[config.mk]
export PLATFORM = sky130hd
export DESIGN_NAME = lut_sweep
export DESIGN_NICKNAME = d
export VERILOG_FILES = /design/src/rtl/lut_sweep_pkg.sv /design/src/rtl/lut_eval.sv /design/src/rtl/lut_sweep.sv
export SDC_FILE = /design/constraint.sdc
export NUM_CORES = 1
export LEC_CHECK = 0
export CAP_MARGIN = 20
export CORE_MARGIN = 2
export CORE_UTILIZATION = 53
export DETAILED_ROUTE_END_ITERATION = 8
export GPL_TIMING_DRIVEN = 0
export PLACE_DENSITY = 0.84
export SLEW_MARGIN = 20
export SYNTH_ARGS = -nofsm -noshare
export SYNTH_HDL_FRONTEND = slang
export SYNTH_SLANG_ARGS = --single-unit
[constraint.sdc]
create_clock -name clk -period 3.76 [get_ports clk]
set_clock_uncertainty 0.05 [all_clocks]
set_input_delay 0.376 -clock clk [delete_from_list [all_inputs] [get_ports clk]]
set_output_delay 0.376 -clock clk [all_outputs]
set_load 0.01 [all_outputs]
[src/rtl/lut_sweep_pkg.sv]
// lut_sweep_pkg: shared sweep state enumeration and the N=3 reset truth table
package lut_sweep_pkg;
    typedef enum logic [1:0] {IDLE, SWEEP, DONE} state_e;
    localparam logic [7:0] DEFAULT_LUT_N3 = 8'h70;
endpackage

[src/rtl/lut_eval.sv]
// lut_eval: combinational 2^N:1 bit mux selecting lut_i[idx_i]
//   lut_i : truth table, bit i = f(i)
//   idx_i : index, bit N-1 is the MSB
//   bit_o : selected table bit
module lut_eval #(
    parameter int N = 3
) (
    input  logic [2**N-1:0] lut_i,
    input  logic [N-1:0]    idx_i,
    output logic            bit_o
);
    assign bit_o = lut_i[idx_i];
endmodule

[src/rtl/lut_sweep.sv]
// lut_sweep: programmable N-input LUT with direct evaluation and a self-test sweep
//   cfg_we/cfg_lut : truth-table load, honoured only in IDLE
//   x_in/y         : registered direct evaluation, 1-cycle latency
//   start/expected : sweep request and golden table, sampled at start
//   busy/done      : sweep in progress / one-cycle completion pulse
//   result, mismatch, first_err_idx, err_count : sweep outcome, held until next start
module lut_sweep
    import lut_sweep_pkg::*;
#(
    parameter int             N           = 3,
    parameter logic [2**N-1:0] DEFAULT_LUT = DEFAULT_LUT_N3
) (
    input  logic            clk,
    input  logic            rst_n,
    input  logic            cfg_we,
    input  logic [2**N-1:0] cfg_lut,
    input  logic [N-1:0]    x_in,
    output logic            y,
    input  logic            start,
    input  logic [2**N-1:0] expected,
    output logic            busy,
    output logic            done,
    output logic [2**N-1:0] result,
    output logic            mismatch,
    output logic [N-1:0]    first_err_idx,
    output logic [N:0]      err_count
);
    localparam logic [N-1:0] LAST = '1;
    state_e          state_q;
    logic [2**N-1:0] lut_q, exp_q, result_q;
    logic [N-1:0]    idx_q, first_q;
    logic [N:0]      err_q;
    logic            y_q, busy_q, done_q, mismatch_q;
    logic            x_bit, idx_bit;
    lut_eval #(.N(N)) u_eval_x   (.lut_i(lut_q), .idx_i(x_in),  .bit_o(x_bit));
    lut_eval #(.N(N)) u_eval_idx (.lut_i(lut_q), .idx_i(idx_q), .bit_o(idx_bit));
    always_ff @(posedge clk or negedge rst_n) begin
        if (!rst_n) begin
            state_q    <= IDLE;
            lut_q      <= DEFAULT_LUT;
            exp_q      <= '0;
            result_q   <= '0;
            idx_q      <= '0;
            first_q    <= '0;
            err_q      <= '0;
            y_q        <= 1'b0;
            busy_q     <= 1'b0;
            done_q     <= 1'b0;
            mismatch_q <= 1'b0;
        end else begin
            y_q <= x_bit;
            case (state_q)
                IDLE: begin
                    // a same-edge load is seen by the sweep, which reads lut_q from the next edge on
                    if (cfg_we) lut_q <= cfg_lut;
                    if (start) begin
                        state_q    <= SWEEP;
                        busy_q     <= 1'b1;
                        exp_q      <= expected;
                        result_q   <= '0;
                        mismatch_q <= 1'b0;
                        first_q    <= '0;
                        err_q      <= '0;
                        idx_q      <= '0;
                    end
                end
                SWEEP: begin
                    result_q[idx_q] <= idx_bit;
                    if (idx_bit != exp_q[idx_q]) begin
                        err_q      <= err_q + (N+1)'(1);
                        mismatch_q <= 1'b1;
                        if (!mismatch_q) first_q <= idx_q;
                    end
                    // idx stops at the last entry rather than wrapping
                    if (idx_q == LAST) begin
                        state_q <= DONE;
                        done_q  <= 1'b1;
                    end else begin
                        idx_q <= idx_q + N'(1);
                    end
                end
                default: begin
                    state_q <= IDLE;
                    busy_q  <= 1'b0;
                    done_q  <= 1'b0;
                end
            endcase
        end
    end
    assign y             = y_q;
    assign busy          = busy_q;
    assign done          = done_q;
    assign result        = result_q;
    assign mismatch      = mismatch_q;
    assign first_err_idx = first_q;
    assign err_count     = err_q;
endmodule

run_1/placement_by_type.png
Bar = 20 um.
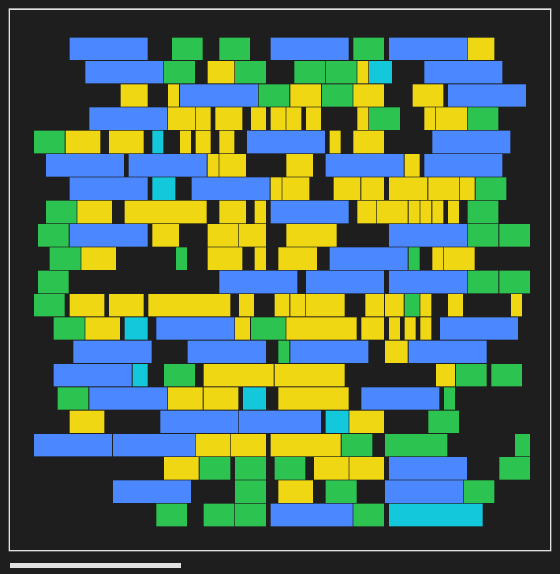
[combinational and other logic] yellow | cells: 91 | share of their area: 34%
[remaining buffers and delay cells] green | cells: 49 | share of their area: 20%
[clock drivers and dummy loads] cyan | cells: 8 | share of their area: 3.2%
[sequential cells] blue | cells: 40 | share of their area: 43%
final core utilization: 0.724
core area: 3340 sq um
final instance area: 2410 sq um

run_1/layer_met1.png
Supply wires on this layer in gray.
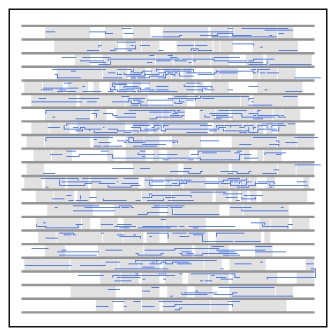
main direction: horizontal
longest straight run: 28.1 um
share of all routed wire: 43%
wire length on this layer: 1510 um
nets with wire on the layer: 179
WL final: 3.48 mm
vias: 1258
met1 Use GR: 0.240

run_1/clocks.png
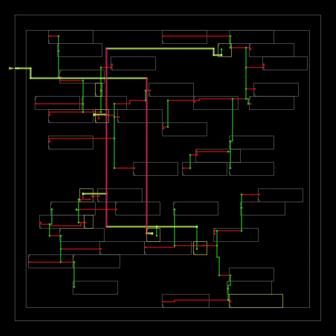
TritonCTS sink count: 40
clk_lat worst skew: 360 ps
Flops: 40

==> impl_metrics.json, run 1 <==
{
  "die_w_um": 63.0,
  "antenna_found_initial": 0,
  "edf_count": 0,
  "top_cell_area_share": 0.502,
  "ys.flop_type": "dfrtp_1",
  "worstMarginPinSlew_ps": 623,
  "nNonClkInverters": 4,
  "nWellTaps": 46,
  "openroad.warnings": 26,
  "logic_area_sq_um": 795,
  "adder_share": 0.0203,
  "fp_nets": 163,
  "outcome": "completed",
  "ctsHoldBuffers": 1,
  "ant_nets": 0,
  "cts_buffer_depth": 2,
  "n_fill_cell": 240,
  "area_leaders": "dfrtp_1 50%, mux2_2 11%, mux4_2 4.9%, mux2i_1 4.3%, dfstp_2 4.3%",
  "clock-root-buffer": "clkbuf_4",
  "clk_pin_slew_worst_paths_ps": 120,
  "rsz0062_at_grt": "false",
  "setup_viol": 0,
  "relSlewSlack": 0.582,
  "buffers_excl_clock": 49,
  "rr_startpoint": "idx_q[2]",
  "end_kind": "register",
  "bufAreaShareNonClock": 0.193,
  "largest_class": "flip-flops and latches",
  "crit_path_end": "err_count[1]",
  "syn-cell-area_sq_um": 1850,
  "pre_cts_ws_ps": 1490,
  "hpwl_mm": 2.62,
  "yosysTopAreaCell": "dfrtp_1",
  "grt.overflow.total": 0,
  "die-area_sq_um": 3970,
  "p_leak_nw": 1.05,
  "cp.required_ps": 3970,
  "seq_area_frac": 0.416,
  "async_flop_share": 1.00,
  "r2r_cells": 6,
  "crit_path_cell_trace": "clkbuf_1 -> mux4_2 -> mux2i_4 -> xor2_2 -> nand2_2 -> a31o_1",
  "postSynthAreaPerCell_sq_um": 13.5,
  "grt_pass1_wl_mm": 6.02,
  "cts_tree": "done",
  "worst-path-buf-inv": 1,
  "yosys_cells": 137,
  "max_freq_mhz": 445,
  "cts-resized-gates": 0,
  "numCtsBuffers": 5,
  "slowest_delay_ps": 400,
  "cp.depth": 6,
  "cts_setup_buffers": 0,
  "cts_max_level": 2,
  "path_class": "reg2reg",
  "dp.cells": 225,
  "rows": 21,
  "holdCritPathClass": "in2async",
  "cap_violations": 0,
  "synth.distinct_cells": 32,
  "gp_congestion": 0.794,
  "avgRoutedWirePerCell_um": 14.9,
  "ys_area_sq_um": 1850,
  "grt_max_degree": 32,
  "drtIter0Drc": 47,
  "cp_max_fo": 10,
  "numSynthFlops": 40,
  "fp_util": 0.553,
  "fin_nets": 213,
  "port_buffers": 41,
  "ys_sh_aoi": 0.0664,
  "drv_slew": 0,
  "hold-worst-slack_ps": 362,
  "dr.pass1.iters": 4,
  "min_period_ps": 2250,
  "syn_to_final_growth_pct": 30.8,
  "die_y_um": 63.0,
  "ir_drop_mv": 0.415,
  "arrival_ps": 2460,
  "final_cells": 234
}
==> run 1: worst min path at each step <==
| stage | end | cells after the start | slack (ps) | from |
|---|---|---|---|---|
| after CTS | y | 2 | 350 | rst_n |
| final | y | 2 | 360 | rst_n |
| after floorplan | busy | 0 | 30 | rst_n |
| after global routing | lut_q[0] | 2 | 360 | rst_n |
| after detailed placement | y | 1 | 210 | rst_n |
| after global placement | done | 1 | 410 | done |
==> run 1: power breakdown <==
group	internal [mW]	switching [mW]	total, mW	leakage, nW
Clock	0.139	0.140	0.279	0.0422
Sequential	0.637	0.129	0.766	0.485
Combinational	0.546	0.459	1.00	0.526
==> run 1: cell usage in the layout (no fill, tap or decap), types with 2 or more instances in the layout <==
master           Yosys  layout
clkdlybuf4s50_1      0      40
a31o_2               3       3
o21ai_0              4       4
mux4_2               4       4
nand2_1             11      11
buf_2                1       2
dfstp_2              3       3
o311ai_0             3       3
nand3_1              9       9
inv_1                3       3
o41ai_1              3       3
clkbuf_1             4       5
nor2_1               5       5
and2_1               2       2
mux2i_1              8       8
ha_1                 3       3
clkbuf_4             0       5
mux4_1               2       2
dfrtp_1             37      37
mux2_2              18      18
==> run 1: cell usage after synthesis, types with 4 or more instances <==
cell type,n
nor2_1,5
nand3_1,9
clkbuf_1,4
dfrtp_1,37
mux4_2,4
nand2_1,11
mux2_2,18
mux2i_1,8
o21ai_0,4
==> run 1: layer usage <==
layer / vias up / share of wire / GRT usage
met5: - / 0 / 0
met4: 0 / 0.024 / 0.100
met3: 8 / 0.043 / 0.0631
met2: 26 / 0.50 / 0.331
met1: 624 / 0.43 / 0.240
li1: 600 / - / -
==> run 1: flip-flops by register name (all words and copies together), names as in the netlist, 2 cells and up <==
signal	flops
idx_q	3
result	8
first_err_idx	3
exp_q	8
state_q	2
lut_q	8
err_count	4
run_1/sizes.png
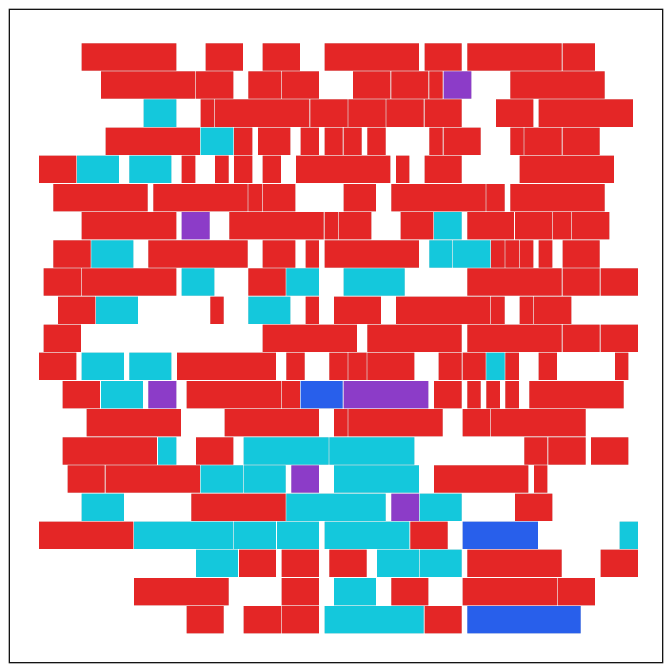

## Run 2: what changed since run 1
CORE_UTILIZATION = 49   (was 53)
PLACE_DENSITY = 0.78   (was 0.84)
clock period = 2.33 ns   (was 3.76 ns; I/O delays follow)
run_2/sizes.png
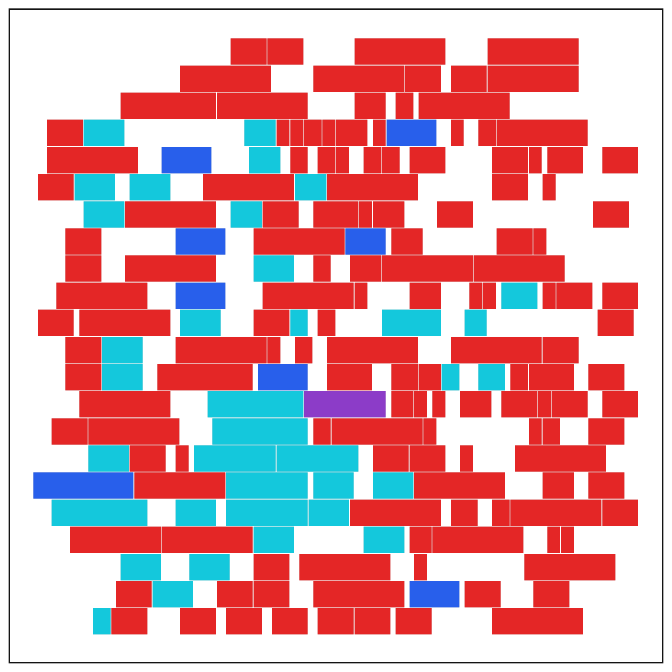
[_3 and _4 cells] purple | cells: 1 | share: 0.53%
[_6 and larger] blue | cells: 8 | share: 4.3%
[_0 and _1 cells] red | cells: 143 | share: 76%
[_2 cells] cyan | cells: 36 | share: 19%
Final Worst Setup Slack: 173 ps
final instance area: 2440 sq um
area grow syn2layout: 32.2%

run_2/clk_routes.png
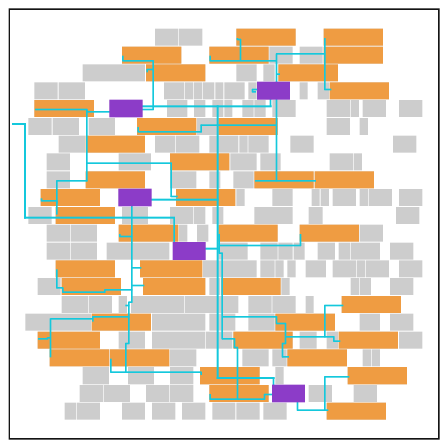
[clock wires] cyan | length: 497 um
[flip-flops] orange | count: 40
[clock drivers] purple | count: 5
routed clock nets: 6
clock-net power: 0.477 mW
clk_lat worst skew: 300 ps

run_2/layer_met1.png
Supply wires on this layer in gray.
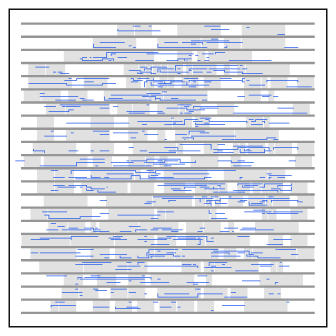
main direction: horizontal
longest straight run: 16.6 um
WL final: 3.60 mm
vias: 1276

==> run 2 against run 1 <==
  * Sequential share of layout area fell by 0.43 points
  * Highest routed layer unchanged
  * Worst setup slack got worse by 1300 ps
  * Clock-buffer cell count rose by 2
  * Die area rose by 7.6%
  * First-iteration DRC count rose by 17%
==> impl_metrics.json, run 2 <==
{
  "arrival_ps": 2300,
  "die-area_sq_um": 4270,
  "logic_area_sq_um": 795,
  "internal_power_mw": 2.16,
  "postSynthAreaPerCell_sq_um": 13.5,
  "rr_startpoint": "idx_q[0]",
  "wl_met3_um": 155,
  "path_class": "reg2reg",
  "ir_drop_mv": 0.591,
  "netlist_top_cells_count": "37 x dfrtp_1, 18 x mux2_2, 11 x nand2_1, 9 x nand3_1, 8 x mux2i_1",
  "p_sw_mw": 1.20,
  "cap_violations": 0,
  "end_kind": "register",
  "layout_top_cells": "40 x clkdlybuf4s50_1, 37 x dfrtp_1, 18 x mux2_2",
  "gp_congestion": 0.779,
  "outcome": "completed",
  "grt_max_degree": 22,
  "top_cell_area_share": 0.502,
  "wl_met2_mm": 1.91,
  "openroad.warnings": 26,
  "clkSinkCount": 40,
  "cts_buffer_depth": 2,
  "fp_nets": 163,
  "ys.flop_type": "dfrtp_1",
  "drtIter0Drc": 55,
  "highest_layer": "met4",
  "synth.distinct_cells": 32,
  "grt_pass1_wl_mm": 6.18,
  "syn-cell-area_sq_um": 1850,
  "final_cells": 236,
  "die_y_um": 65.4,
  "swShare": 0.357,
  "n_fill_cell": 294,
  "relSlewSlack": 0.564,
  "area_leaders": "dfrtp_1 50%, mux2_2 11%, mux4_2 4.9%, mux2i_1 4.3%, dfstp_2 4.3%",
  "cts_max_level": 2,
  "grt.overflow.total": 0,
  "layout.cells.most_common": "clkdlybuf4s50_1",
  "cp_max_fo": 9,
  "edf_count": 0,
  "rsz0062_at_grt": "false",
  "numCtsBuffers": 5,
  "numSynthFlops": 40,
  "yosys_cells": 137
}
run 2: cell counts after synthesis:
Identical to the previous run, type by type.
run 2: worst min-delay path by stage:
stage | endpoint | slack, ps | cells past startpoint
finish | lut_q[0] | 380 | 2
global route | lut_q[0] | 430 | 2
CTS | lut_q[0] | 400 | 2
detailed placement | lut_q[7] | 180 | 1
global placement | done | 420 | 1
floorplan | busy | -110 | 0
run 2: per-layer routing:
metal,global-route usage,up-vias
li1,-,600
met1,0.228,639
met2,0.347,31
met3,0.0479,6
met4,0.0625,0
met5,0,-
run 2: what timing repair did:
item,in CTS,in global routing
endpoints found under the setup margin,0,7
gates resized,0,2
hold buffers,1,0
hold endpoints to repair,17,0
run 2: per-stage QoR:
stage	hold WS (ps)	util	setup slack [ps]
floorplan	-113	-	331
global placement	418	0.637	57.7
detailed placement	183	0.644	11.1
CTS	399	0.671	4.31
global route	429	0.671	28.7
finish	385	0.671	173
run 2: power groups by stage:
stage	registers [mW]	clock network [mW]	logic [mW]
after floorplan	1.26	0	1.08
after global placement	1.23	0	1.58
after detailed placement	1.25	0	1.66
after CTS	1.24	0.486	1.67
after global routing	1.28	0.515	1.82
final	1.23	0.477	1.65
run 2: kinds of logic (layout without fill, tap and decap cells):
group           Yosys count  after routing  synth area share
compound gates           16             16            0.0665
xor+xnor                  2              2            0.0136
fa+ha+maj                 3              3            0.0203
buf+inv                  10             61            0.0251
flops                    40             40             0.544
mux                      33             33             0.243
simple gates             33             33            0.0875
run 2: cell type report:
| type | instances | share of cell area |
|---|---|---|
| flip-flops and latches | 40 | 0.412 |
| multi-input cells | 87 | 0.326 |
| well taps | 48 | 0.0246 |
| repair buffers | 43 | 0.182 |
| inverters | 4 | 0.00615 |
| clock buffers | 8 | 0.0369 |
| plain buffers | 6 | 0.0133 |
run_2/placement_by_type.png
Bar = 20 um.
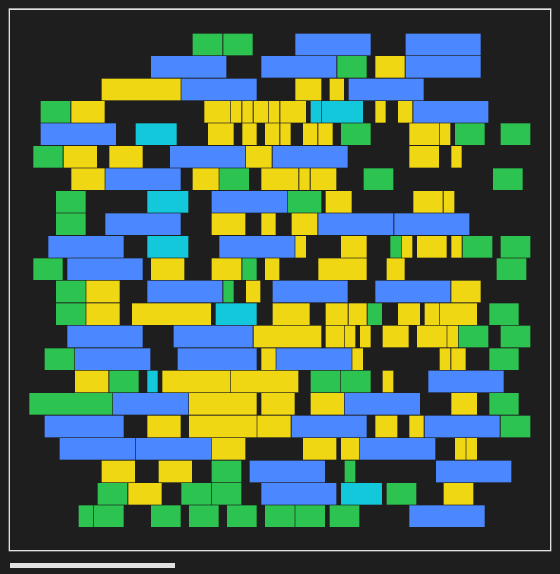

## Run 3: what changed since run 2
CORE_ASPECT_RATIO = 2   (was default)
run_3/placement_by_type.png
Bar = 10 um.
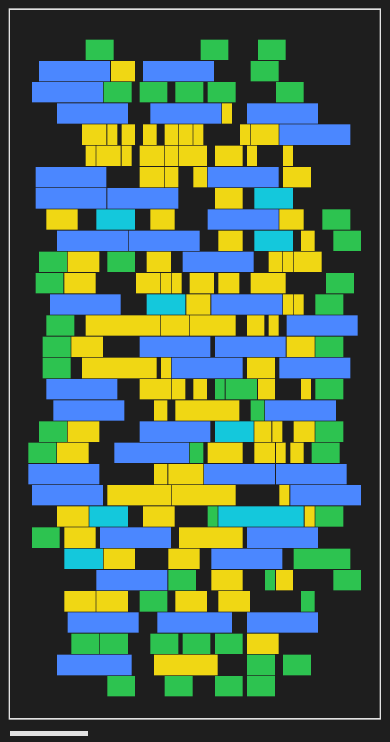
[sequential cells] blue | cells: 40 | share of their area: 42%
[remaining buffers and delay cells] green | cells: 49 | share of their area: 19%
[combinational and other logic] yellow | cells: 91 | share of their area: 34%
[clock drivers and dummy loads] cyan | cells: 8 | share of their area: 5.2%
final instance area: 2470 sq um
# rows: 31
flop share of the area: 0.407
final core utilization: 0.685

run_3/clk_routes.png
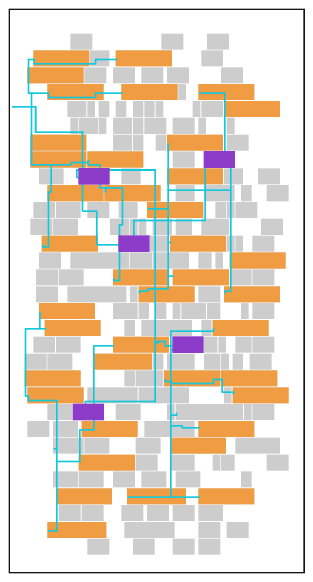
[flip-flops] orange | count: 40
[clock drivers] purple | count: 5
[clock wires] cyan | length: 465 um
flops lie: spread over the die
clock-net power: 0.617 mW
Clock power frac: 0.176

==> run 3 against run 2 <==
  * Sequential share of layout area shrank 0.50 points
  * Worst setup slack worse by 39 ps
  * Largest power group unchanged
  * Register-to-register slack worse by 40 ps
==> impl_metrics.json, run 3 <==
{
  "outcome": "completed",
  "postSynthAreaPerCell_sq_um": 13.5,
  "clock-root-buffer": "clkbuf_8",
  "crit_path_cell_trace": "buf_6 -> mux4_2 -> mux2i_4 -> xor2_2 -> nand2_2 -> a31o_1",
  "die_y_um": 90.8,
  "antenna_found_initial": 0,
  "grt.overflow.total": 0,
  "netlist_top_cells_count": "37 x dfrtp_1, 18 x mux2_2, 11 x nand2_1, 9 x nand3_1, 8 x mux2i_1",
  "clk_pin_slew_worst_paths_ps": 80,
  "yosys_cells": 137,
  "arrival_ps": 2340,
  "clkSinkCount": 40,
  "die-area_sq_um": 4300,
  "rsz0062_at_grt": "false",
  "cts_max_level": 2,
  "openroad.warnings": 26,
  "cp.required_ps": 2470,
  "fp_nets": 163,
  "yosysTopAreaCell": "dfrtp_1",
  "numCtsBuffers": 5,
  "cts_buffer_depth": 2,
  "edf_count": 0,
  "layout_setup_ws_ps": 133,
  "insertion_delay_ps": 300,
  "holdCritPathClass": "in2async",
  "top_cell_area_share": 0.502,
  "grt_max_degree": 32,
  "max_freq_mhz": 455,
  "worstMarginPinSlew_ps": 609,
  "rr_startpoint": "idx_q[0]",
  "layout_top_cells": "40 x clkdlybuf4s50_1, 37 x dfrtp_1, 18 x mux2_2",
  "async_flop_share": 1.00,
  "cp_max_fo": 9,
  "end_kind": "register",
  "drv_slew": 0,
  "layout.cells.most_common": "clkdlybuf4s50_1",
  "min_period_ps": 2200,
  "grt_pass1_wl_mm": 6.42,
  "cp.depth": 6,
  "ir_drop_mv": 0.837,
  "avgRoutedWirePerCell_um": 15.7,
  "gp_congestion": 0.749,
  "slowest_delay_ps": 530,
  "fin_nets": 213,
  "pre_cts_ws_ps": 20.1
}
run_3/layer_met1.png
Supply wires on this layer in gray.
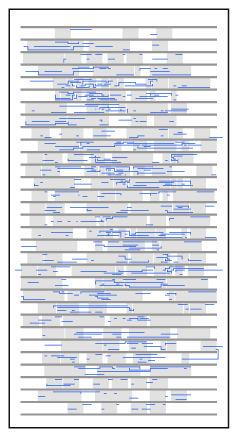
longest straight run: 16.1 um
share of all routed wire: 34%
main direction: horizontal
nets with wire on the layer: 189
WL final: 3.73 mm
met1 Use GR: 0.216
vias: 1279

-- run 3: cell types whose count changed in the layout (fill, tap and decap cells not counted) --
| cell | before | now |
|---|---|---|
| clkbuf_1 | 5 | 3 |
| buf_12 | 0 | 1 |
| buf_16 | 1 | 0 |
| bufinv_16 | 0 | 1 |
| clkbuf_8 | 6 | 7 |
-- run 3: layer usage --
layer / GRT usage / routed length, um
met5: 0 / 0
met4: 0.0833 / 76
met3: 0.0480 / 119
met2: 0.368 / 2280
met1: 0.216 / 1260
-- run 3: per-stage QoR --
stage | hold slack [ps] | std cells | power [mW]
2_1_floorplan | -113 | 137 | 2.33
3_3_place_gp | 411 | 227 | 2.80
3_5_place_dp | 62.4 | 228 | 2.92
4_1_cts | 293 | 237 | 3.53
5_1_grt | 304 | 237 | 3.75
6_report | 285 | 237 | 3.50
-- run 3: power by group --
part	internal, mW	switching [mW]
clock	0.378	0.240
combinational	0.884	0.749
sequential	1.03	0.220
total	2.29	1.21
-- run 3: cell families after synthesis --
| logic type | share of synthesized area |
|---|---|
| adders and majority gates | 0.0203 |
| xor gates and xnor gates | 0.0136 |
| muxes | 0.243 |
| and+or+nand+nor | 0.0875 |
| buffers and inverters | 0.0251 |
| AOI/OAI and AO/OA | 0.0665 |
| DFF | 0.544 |
-- run 3: layout make-up --
class / instances / area (sq um)
Buffer: 6 / 32.5
Clock buffer: 7 / 96.3
Timing Repair Buffer: 43 / 435
Fill cell: 285 / 1140
Inverter: 4 / 15.0
Clock inverter: 1 / 30.0
Multi-Input combinational cell: 87 / 795
Tap cell: 49 / 61.3
Sequential cell: 40 / 1000
-- run 3: timing repair --
item | 4_1_cts | 5_1_grt
setup endpoints to repair | 0 | 4
endpoints found under the hold margin | 9 | 0
hold buffers | 1 | 0
resized | 0 | 2
buffers inserted | 0 | 0
Power is estimated from default activity; no workload was simulated.
